Figure 1. Signal wires on met1.
Drawn at 4 px/um. Supply wires on this layer in gray.
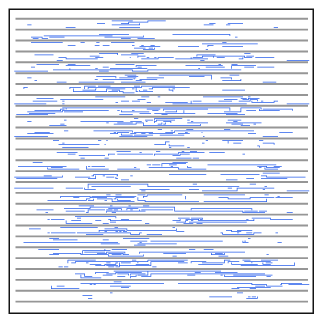
Figure 2. Met2 routing.
Drawn at 4 px/um.
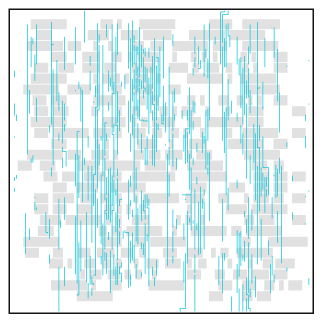
Figure 3. The metal 3 layer.
Drawn at 4 px/um.
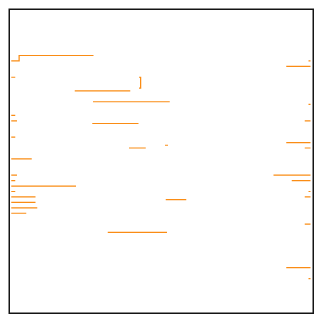
Figure 4. Placement view.
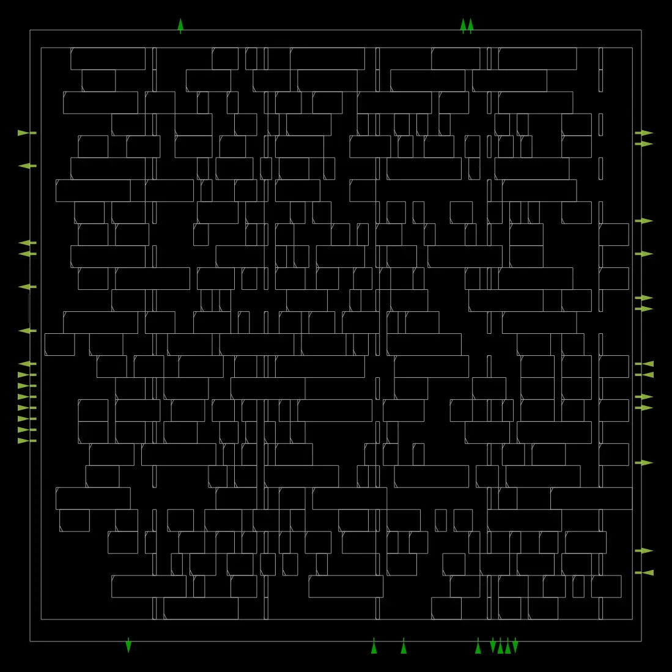
## src/rtl/logic_unit_pkg.sv

```systemverilog
// Shared op encodings and sweep FSM states
// for the registered logic unit.
package logic_unit_pkg;

  localparam logic [2:0] OP_AND    = 3'd0;
  localparam logic [2:0] OP_OR     = 3'd1;
  localparam logic [2:0] OP_XOR    = 3'd2;
  localparam logic [2:0] OP_NAND   = 3'd3;
  localparam logic [2:0] OP_NOR    = 3'd4;
  localparam logic [2:0] OP_XNOR   = 3'd5;
  localparam logic [2:0] OP_NOT_A  = 3'd6;
  localparam logic [2:0] OP_PASS_A = 3'd7;

  typedef enum logic [1:0] {
    S_IDLE  = 2'd0,
    S_SWEEP = 2'd1,
    S_DONE  = 2'd2
  } state_t;

endpackage

```

## src/rtl/logic_unit_core.sv

```systemverilog
// Combinational WIDTH-bit bitwise operation
// selected by a 3-bit op code.
module logic_unit_core
  import logic_unit_pkg::*;
#(
  parameter int WIDTH = 4
) (
  input  logic [2:0]       op,
  input  logic [WIDTH-1:0] a,
  input  logic [WIDTH-1:0] b,
  output logic [WIDTH-1:0] y
);

  always_comb begin
    y = '0;
    unique case (op)
      OP_AND:    y = a & b;
      OP_OR:     y = a | b;
      OP_XOR:    y = a ^ b;
      OP_NAND:   y = ~(a & b);
      OP_NOR:    y = ~(a | b);
      OP_XNOR:   y = ~(a ^ b);
      OP_NOT_A:  y = ~a;
      OP_PASS_A: y = a;
      default:   y = '0;
    endcase
  end

endmodule

```

## src/rtl/logic_unit_pipe.sv

```systemverilog
// Registered logic unit with valid/ready ports
// and an exhaustive (a,b) sweep engine.
module logic_unit_pipe
  import logic_unit_pkg::*;
#(
  parameter int WIDTH = 4
) (
  input  logic             clk,
  input  logic             reset,
  input  logic             in_valid,
  output logic             in_ready,
  input  logic [2:0]       in_op,
  input  logic [WIDTH-1:0] in_a,
  input  logic [WIDTH-1:0] in_b,
  input  logic             sweep_start,
  output logic             sweep_busy,
  output logic             sweep_done,
  output logic             out_valid,
  input  logic             out_ready,
  output logic [WIDTH-1:0] out_y,
  output logic [2:0]       out_op,
  output logic [WIDTH-1:0] out_a,
  output logic [WIDTH-1:0] out_b,
  output logic             out_zero,
  output logic             out_parity,
  output logic             out_last
);

  localparam int CW = 2 * WIDTH;

  state_t           state_q, state_d;
  logic [CW-1:0]    cnt_q, cnt_d;
  logic [2:0]       sop_q, sop_d;

  logic             vld_q, vld_d;
  logic [WIDTH-1:0] y_q, y_d;
  logic [2:0]       op_q, op_d;
  logic [WIDTH-1:0] a_q, a_d;
  logic [WIDTH-1:0] b_q, b_d;
  logic             zero_q, zero_d;
  logic             par_q, par_d;
  logic             last_q, last_d;

  logic             src_valid;
  logic [2:0]       src_op;
  logic [WIDTH-1:0] src_a;
  logic [WIDTH-1:0] src_b;
  logic             src_last;
  logic [WIDTH-1:0] core_y;
  logic             can_load;
  logic             load;

  always_comb begin
    src_valid = 1'b0;
    src_op    = in_op;
    src_a     = in_a;
    src_b     = in_b;
    src_last  = 1'b0;
    unique case (state_q)
      S_IDLE: src_valid = in_valid;
      S_SWEEP: begin
        src_valid = 1'b1;
        src_op    = sop_q;
        src_a     = cnt_q[CW-1:WIDTH];
        src_b     = cnt_q[WIDTH-1:0];
        src_last  = &cnt_q;
      end
      default: src_valid = 1'b0;
    endcase
  end

  logic_unit_core #(.WIDTH(WIDTH)) u_core (
    .op (src_op),
    .a  (src_a),
    .b  (src_b),
    .y  (core_y)
  );

  assign can_load = !vld_q || out_ready;
  assign load     = src_valid && can_load;
  assign in_ready = (state_q == S_IDLE) && can_load;

  always_comb begin
    state_d = state_q;
    cnt_d   = cnt_q;
    sop_d   = sop_q;
    unique case (state_q)
      S_IDLE: begin
        if (sweep_start) begin
          state_d = S_SWEEP;
          cnt_d   = '0;
          sop_d   = in_op;
        end
      end
      S_SWEEP: begin
        if (load) begin
          cnt_d = cnt_q + 1'b1;
          if (src_last) state_d = S_DONE;
        end
      end
      S_DONE:  state_d = S_IDLE;
      default: state_d = S_IDLE;
    endcase
  end

  always_comb begin
    vld_d  = vld_q;
    y_d    = y_q;
    op_d   = op_q;
    a_d    = a_q;
    b_d    = b_q;
    zero_d = zero_q;
    par_d  = par_q;
    last_d = last_q;
    if (load) begin
      vld_d  = 1'b1;
      y_d    = core_y;
      op_d   = src_op;
      a_d    = src_a;
      b_d    = src_b;
      zero_d = ~|core_y;
      par_d  = ^core_y;
      last_d = src_last;
    end else if (out_ready) begin
      vld_d  = 1'b0;
    end
  end

  always_ff @(posedge clk or posedge reset) begin
    if (reset) begin
      state_q <= S_IDLE;
      cnt_q   <= '0;
      sop_q   <= '0;
      vld_q   <= 1'b0;
      y_q     <= '0;
      op_q    <= '0;
      a_q     <= '0;
      b_q     <= '0;
      zero_q  <= 1'b1;
      par_q   <= 1'b0;
      last_q  <= 1'b0;
    end else begin
      state_q <= state_d;
      cnt_q   <= cnt_d;
      sop_q   <= sop_d;
      vld_q   <= vld_d;
      y_q     <= y_d;
      op_q    <= op_d;
      a_q     <= a_d;
      b_q     <= b_d;
      zero_q  <= zero_d;
      par_q   <= par_d;
      last_q  <= last_d;
    end
  end

  assign sweep_busy = (state_q == S_SWEEP);
  assign sweep_done = (state_q == S_DONE);
  assign out_valid  = vld_q;
  assign out_y      = y_q;
  assign out_op     = op_q;
  assign out_a      = a_q;
  assign out_b      = b_q;
  assign out_zero   = zero_q;
  assign out_parity = par_q;
  assign out_last   = last_q;

endmodule
```

## config.mk

```make
export PLATFORM = sky130hd
export DESIGN_NAME = logic_unit_pipe
export DESIGN_NICKNAME = d
export VERILOG_FILES = /design/src/rtl/logic_unit_pkg.sv /design/src/rtl/logic_unit_core.sv /design/src/rtl/logic_unit_pipe.sv
export SDC_FILE = /design/constraint.sdc
export NUM_CORES = 1
export LEC_CHECK = 0
export CAP_MARGIN = 20
export CELL_PAD_IN_SITES_DETAIL_PLACEMENT = 1
export CELL_PAD_IN_SITES_GLOBAL_PLACEMENT = 1
export CORE_UTILIZATION = 36
export CTS_CLUSTER_DIAMETER = 150
export DETAILED_ROUTE_END_ITERATION = 8
export GPL_ROUTABILITY_DRIVEN = 0
export GPL_TIMING_DRIVEN = 0
export MAX_ROUTING_LAYER = met4
export PLACE_DENSITY_LB_ADDON = 0.05
export SYNTH_ARGS = -nofsm -noshare
export SYNTH_HDL_FRONTEND = slang
export SYNTH_HIERARCHICAL = 1
export SYNTH_SLANG_ARGS = --single-unit
export TNS_END_PERCENT = 10
```

## constraint.sdc

```tcl
create_clock -name clk -period 2.7 [get_ports clk]
set_input_delay 0.405 -clock clk [delete_from_list [all_inputs] [get_ports clk]]
set_output_delay 0.405 -clock clk [all_outputs]
set_load 0.005 [all_outputs]
```

==> impl_metrics.tcl <==
# collected from the flow reports
set metrics [dict create \
    pwr_density_cell_nw_per_um2 936 \
    wl_mm 5.21 \
    num-multi-input-gates 133 \
    start_kind "flop" \
    antenna_found_initial 0 \
    met2_usage_pct 30.6 \
    worstPathRequired_ns 2.87 \
    grt_pass1_wl_mm 7.76 \
    top_layer "met4" \
    logic_area_um2 1140 \
    topCombFamilyByArea "multiplexers" \
    crit_end "out_parity$_DFFE_PP0P_" \
    p_seq_mw 0.741 \
    cp_max_fo 8 \
    clock_buffers 6 \
    boundaryPins 38 \
    regToRegSetupSlack_ns 0.10 \
    first_global_vias 1601 \
    lay_top_cells "37 x clkdlybuf4s50_1, 31 x dfrtp_1, 20 x nand2_1" \
    ys_cells 190 \
    drt_pass1_iterations 4 \
    top_area_share_pct 39.7 \
    min_from "out_last$_DFFE_PP0P_" \
    setup_violations 0 \
    dp_slack_ns -0.390 \
    fin_util_pct 53.9 \
    floorplan.nets 217 \
    p_comb_share_pct 54.2 \
    yosys_register_bits 32 \
    cts_buffer_depth 2 \
    postCtsHoldBufs 0 \
    min_period_ns 2.60 \
    drc 0 \
    syn_avg_cell_area_um2 10.3 \
    p_int_mw 1.71 \
    num_vias 1581 \
    synthAdderAreaFrac_pct 7.05 \
    irDropWorstVdd_mv 0.358 \
    yosysUniqueCellTypes 38 \
    synthArstFlopShare_pct 100 \
    wl_met1_mm 2.45 \
    switchingPower_mw 0.901 \
    tool_warnings 30 \
    reg2reg_to "out_parity$_DFFE_PP0P_" \
    fp_util_pct 37.7 \
    place_hpwl_mm 3.74 \
    lay_top_count "clkdlybuf4s50_1" \
    synth_area_um2 1950 \
    r2r-start "state_q[1]$_DFFE_PP0P_" \
    finClkSkew_ns 0.00615 \
    critical_path_arrival_ns 2.76 \
    cpPeakStageDelay_ns 0.42 \
    switching_share_pct 34.5 \
    wl_per_cell_um 16.5 \
    status "complete, no violations" \
    chipArea_um2 5720 \
    drive_gt1_share_pct 25.6 \
    synth-edff-count 0 \
    grt_overflow 0 \
    yosys_area_um2 1950 \
    drv_slew 0 \
    dr_wl_met3_um 175 \
    cts_sinks 32 \
    largest_reg_flops 8 \
    area_leaders "dfrtp_1 40%, mux2_2 11%, ha_1 7.1%" \
    cts_tree "yes" \
    worstSetupStartpoint "state_q[1]$_DFFE_PP0P_" \
    finalPower_mw 2.61 \
    min_period_over_period_pct 96.2 \
    grt_max_degree 19 \
    rows 26 \
    n_all_inverters 17 \
    crit_chain "nor2b_4 > buf_6 > buf_8 > mux2_4 > buf_8 > buf_4 > mux2i_1 > a221oi_2 > inv_2 > ha_4 > xnor2_2 > o21ai_1" \
    worst_slack_ns 0.103 \
    grtUsageMet1_pct 24.2 \
    grt_usage_pct 19.1 \
    regMostFlops "cnt_q" \
    critPathBufInv 5 \
    tightest_slew_ns 0.713 \
    yosys-top-cells-count "31 x dfrtp_1, 20 x nand2_1, 19 x mux2_2" \
    seq_power_share_pct 28.4 \
]
## Picture notes: Figure 1
share of all routed wire: 47%
wire length on this layer: 2,450 um
longest straight run: 41.9 um

## Picture notes: Figure 2
wire length on this layer: 2,540 um
longest straight run: 37.9 um
nets with wire on the layer: 246
main direction: vertical

## Picture notes: Figure 3
nets with wire on the layer: 30
main direction: horizontal
longest straight run: 18.9 um
share of all routed wire: 3.4%
wire length on this layer: 176 um

## Picture notes: Figure 4
Seq/total area: 28.8%
core area: 5170 um2

